<file path="src/rtl/fetch_unit.sv">
// Instruction-fetch stage: owns the PC, drives instruction memory and loads IF/ID.
// Taken branches and local jumps redirect the PC; fetch halts past the end of the program image.
module fetch_unit #(
  parameter int unsigned      WIDTH    = 16,
  parameter int unsigned      ROWS     = 15,
  parameter logic [WIDTH-1:0] RESET_PC = '0
) (
  input  logic             clk,
  input  logic             rst,
  input  logic             stall,
  input  logic             br_taken,
  input  logic [WIDTH-1:0] br_pc2,
  input  logic [5:0]       br_offset,
  output logic [WIDTH-1:0] imem_addr,
  input  logic [WIDTH-1:0] imem_data,
  output logic [WIDTH-1:0] ifid_inst,
  output logic [WIDTH-1:0] ifid_pc2,
  output logic             ifid_valid,
  output logic             halt,
  output logic [WIDTH-1:0] fetch_count
);

  typedef enum logic {RUN, HALT} state_e;

  localparam logic [WIDTH-1:0] EVEN_MASK = {{(WIDTH-1){1'b1}}, 1'b0};

  state_e           state_q, state_d;
  logic [WIDTH-1:0] pc_q, pc_d;
  logic [WIDTH-1:0] ifid_inst_q, ifid_inst_d;
  logic [WIDTH-1:0] ifid_pc2_q, ifid_pc2_d;
  logic             ifid_valid_q, ifid_valid_d;
  logic [WIDTH-1:0] fetch_count_q, fetch_count_d;

  logic [WIDTH-1:0] pc_plus2;
  logic [WIDTH-1:0] br_sum;
  logic [WIDTH-1:0] br_target;
  logic [WIDTH-1:0] jmp_target;
  logic             jmp_det;
  logic             end_cond;

  assign pc_plus2   = pc_q + WIDTH'(2);
  assign br_sum     = br_pc2 + {{(WIDTH-7){br_offset[5]}}, br_offset, 1'b0};
  assign br_target  = br_sum & EVEN_MASK;
  assign jmp_det    = ifid_valid_q && (ifid_inst_q[15:12] == 4'b1101);
  assign jmp_target = {ifid_pc2_q[WIDTH-1:13], ifid_inst_q[11:0], 1'b0};
  assign end_cond   = pc_q[WIDTH-1:1] >= (WIDTH-1)'(ROWS);

  always_comb begin
    state_d       = state_q;
    pc_d          = pc_q;
    ifid_inst_d   = ifid_inst_q;
    ifid_pc2_d    = ifid_pc2_q;
    ifid_valid_d  = ifid_valid_q;
    fetch_count_d = fetch_count_q;

    if (br_taken) begin
      pc_d         = br_target;
      ifid_valid_d = 1'b0;
      state_d      = RUN;
    end else if (stall) begin
      // hold everything
    end else if (jmp_det) begin
      // squash the word fetched alongside the jump
      pc_d         = jmp_target;
      ifid_valid_d = 1'b0;
    end else if (state_q == RUN && end_cond) begin
      ifid_valid_d = 1'b0;
      state_d      = HALT;
    end else if (state_q == HALT) begin
      ifid_valid_d = 1'b0;
    end else begin
      pc_d          = pc_plus2;
      ifid_inst_d   = imem_data;
      ifid_pc2_d    = pc_plus2;
      ifid_valid_d  = 1'b1;
      fetch_count_d = (fetch_count_q == '1) ? fetch_count_q : fetch_count_q + WIDTH'(1);
    end
  end

  always_ff @(posedge clk or posedge rst) begin
    if (rst) begin
      state_q       <= RUN;
      pc_q          <= RESET_PC & EVEN_MASK;
      ifid_inst_q   <= '0;
      ifid_pc2_q    <= '0;
      ifid_valid_q  <= 1'b0;
      fetch_count_q <= '0;
    end else begin
      state_q       <= state_d;
      pc_q          <= pc_d;
      ifid_inst_q   <= ifid_inst_d;
      ifid_pc2_q    <= ifid_pc2_d;
      ifid_valid_q  <= ifid_valid_d;
      fetch_count_q <= fetch_count_d;
    end
  end

  assign imem_addr   = pc_q;
  assign ifid_inst   = ifid_inst_q;
  assign ifid_pc2    = ifid_pc2_q;
  assign ifid_valid  = ifid_valid_q;
  assign halt        = (state_q == HALT);
  assign fetch_count = fetch_count_q;

endmodule

</file>
<file path="config.mk">
export PLATFORM = sky130hd
export DESIGN_NAME = fetch_unit
export DESIGN_NICKNAME = d
export VERILOG_FILES = /design/src/rtl/fetch_unit.sv
export SDC_FILE = /design/constraint.sdc
export NUM_CORES = 1
export LEC_CHECK = 0
export ABC_AREA = 1
export CORE_AREA = 2 2 96 98
export CTS_CLUSTER_SIZE = 10
export DETAILED_ROUTE_END_ITERATION = 10
export DIE_AREA = 0 0 98 100
export GPL_TIMING_DRIVEN = 0
export PLACE_DENSITY = 0.8
export SYNTH_ARGS = -nofsm -noshare
export SYNTH_HDL_FRONTEND = slang
export SYNTH_SLANG_ARGS = --single-unit
</file>
<file path="constraint.sdc">
create_clock -name clk -period 2.7 [get_ports clk]
set_input_delay 0.81 -clock clk [delete_from_list [all_inputs] [get_ports clk]]
set_output_delay 0.81 -clock clk [all_outputs]
set_load 0.005 [all_outputs]
</file>
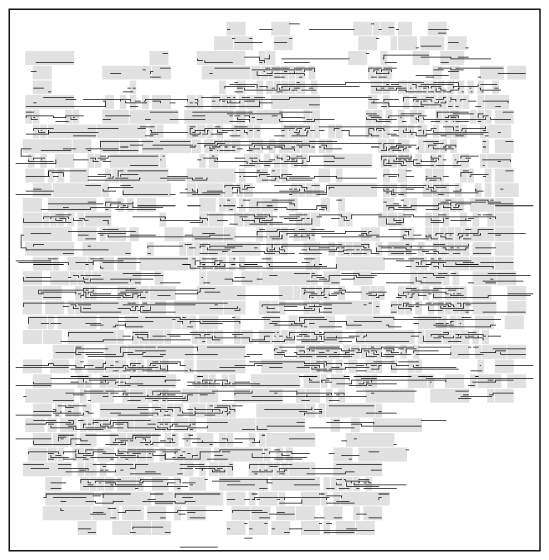
*Met1 routing*
Cells faint in the background.
- main direction: horizontal
- nets with wire on the layer: 731
- wire length on this layer: 5060 µm
- longest straight run: 23.9 µm
- share of all routed wire: 45%

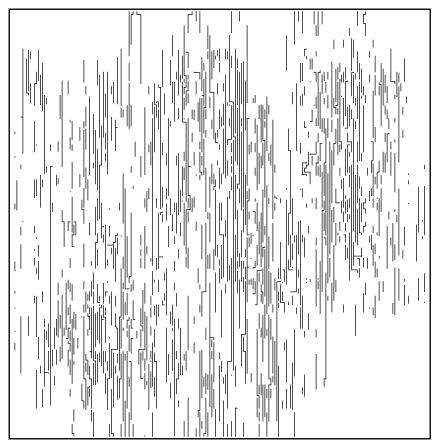
*Metal 2*
- nets with wire on the layer: 629
- share of all routed wire: 46%

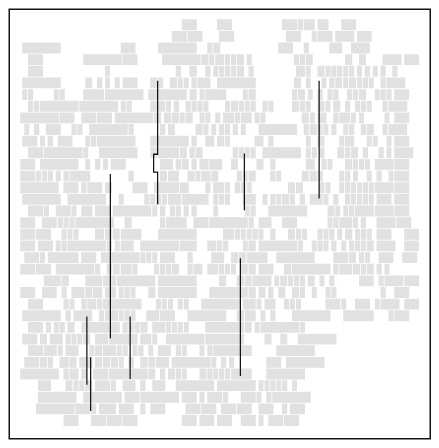
*Metal 4*
Cells faint in the background.
- share of all routed wire: 1.6%
- wire length on this layer: 178 µm
- longest straight run: 38.1 µm

==> run notes <==
This memo summarizes the results of the implementation run.

Final layout
The finished layout holds ~860 standard cells, fillers aside. The flip-flop and latch count is 64. The design area is around 0.0057 mm². The number of multi-input combinational cells in the layout is 463. The layout inverter count without the clock tree is ~90.

The final core utilization is 0.639. The most instantiated logic cell after routing is nand2_1. The footprint of the multi-input gates is 0.00227 mm².

Floorplan
The area of the placeable core is 0.00889 mm². The number of placement rows is 35. The area of the die is 0.00980 mm². The share of the core area taken by cells at floorplan is 0.484. The die height is 100 µm.

The number of well taps is 111.

Global route
Global routing finished with a remaining overflow of 0. The global-route layer with the greatest usage is met2. Across every metal layer, demand over resource in global routing totals 0.239. The met1 demand-to-capacity share in global routing is 0.307.

The number of antenna violations at the first check in global routing is 0. The number of global-route vias before repair is 4107. The met3 routing resource usage after global routing is 0.0648.

Routing
The average wire per cell in the routed design is 13.1 µm. The first-pass detailed-route iteration total is 4. In the per-layer summary, the met1 wirelength comes to ~5000 µm. In the detailed route, the total length drawn on met2 is 5190 µm. The mean number of vias per cell is between 5 and 6.

Per the post-route antenna check, the number of violating nets is 0.

Synth
The tally of yosys warning messages is 0. The async set-or-reset flop fraction in the synthesized netlist is 1.00. The main area contributors are dfrtp_1 37%, nand2_1 20%, inv_1 7.7%. The post-synth tally of flip-flops with integrated enable is 0. Of the synthesized area, sequential elements account for 0.372. The summed instance area of the synthesized netlist is 0.00431 mm². Per the Yosys statistics, synthesis produced roughly 630 cells.

The area share of the leading cell type in the synthesized netlist is 0.372.

Setup path
On the critical path the largest part of the delay comes from buffers and inverters. The critical path goes through clkdlybuf4s50_1 -> ha_1 -> inv_1 -> fa_1 -> inv_1 -> nand3_1 -> nand3_1 -> nand2_1 -> nand2_1 -> nor2_1 -> o21ai_0 -> o21ai_0. The cell type of the slowest stage on the worst timing path is clkdlybuf4s50_1.

The critical path maximum fanout is 4. Counting both buffers and inverters, the worst setup path holds a total of 3. The critical path start-end classification is in -> reg. The OpenROAD report gives the critical path a required time of 2930 ps. The endpoint arrival time on the critical path is 2690 ps.

For the worst reg-to-reg path, the startpoint reported by OpenROAD is imem_addr[1].

Outcome
The run finished with clean final reports.

Clock network
The CTS tree is yes. Per the CTS log, the root buffer master is clkbuf_8. TritonCTS created 9 clock buffers. Gates resized during post-CTS repair numbered 0. The timing report gives the clock slew at the launch and capture registers of the worst setup and hold paths as 80 ps.

Looking at the clock tree report, the H-tree level count equals 3.

Placed design
Once placement completed, the tool counted placed cells totaling 848. Setup slack on the worst path after placement came out at -169 ps. The placed wire-length estimate is between 8000 and 9000 µm. Once placement finished, the instance area stood at 0.00550 mm².

The routability congestion estimate from global placement is between 0.9 and 1.

Timing
Endpoints failing hold in the final report were tallied at 0. The total count of max-transition violations in the final report is 0. The maximum clock skew at final layout is 7.00 ps.

The pin closest to its max-slew limit shows a slew of 1100 ps. The end-of-flow timing check tallies setup violations at 0.

Power and ir drop
The switching power summed over all nets is ~850 µW. The power drawn by the sequential cells is 1.12 mW. Cell internal power was estimated by the tool at 1.69 mW. The clock network fraction of design power is 0.300.

The biggest slice of the total power is consumed by registers. The power density normalized to cell area is 447 mW/mm². The clock network power consumption is 761 µW. Of the total power, registers draw 0.442.

Min path
The hold path depth is 2. Hold analysis lists the worst path endpoint as ifid_pc2[4].
## sequential cells by signal, indices dropped and copies added (netlist names)
name,cells
halt,1
ifid_pc2,15
ifid_inst,16
fetch_count,16
ifid_valid,1
imem_addr,15
## kinds of logic (layout without fill, tap and decap cells)
logic type | Yosys count | count (layout) | synth area share
AND/OR/NAND/NOR | 362 | 362 | 0.352
buffers and inverters | 106 | 226 | 0.102
AND-OR/OR-AND | 58 | 58 | 0.0732
flip-flops | 64 | 64 | 0.372
other | 1 | 2 | 0.000871
adder cells (fa/ha/maj) | 17 | 17 | 0.0511
XOR/XNOR | 24 | 24 | 0.0488
Power figures rest on the tool's default switching activity, not on a simulated workload.
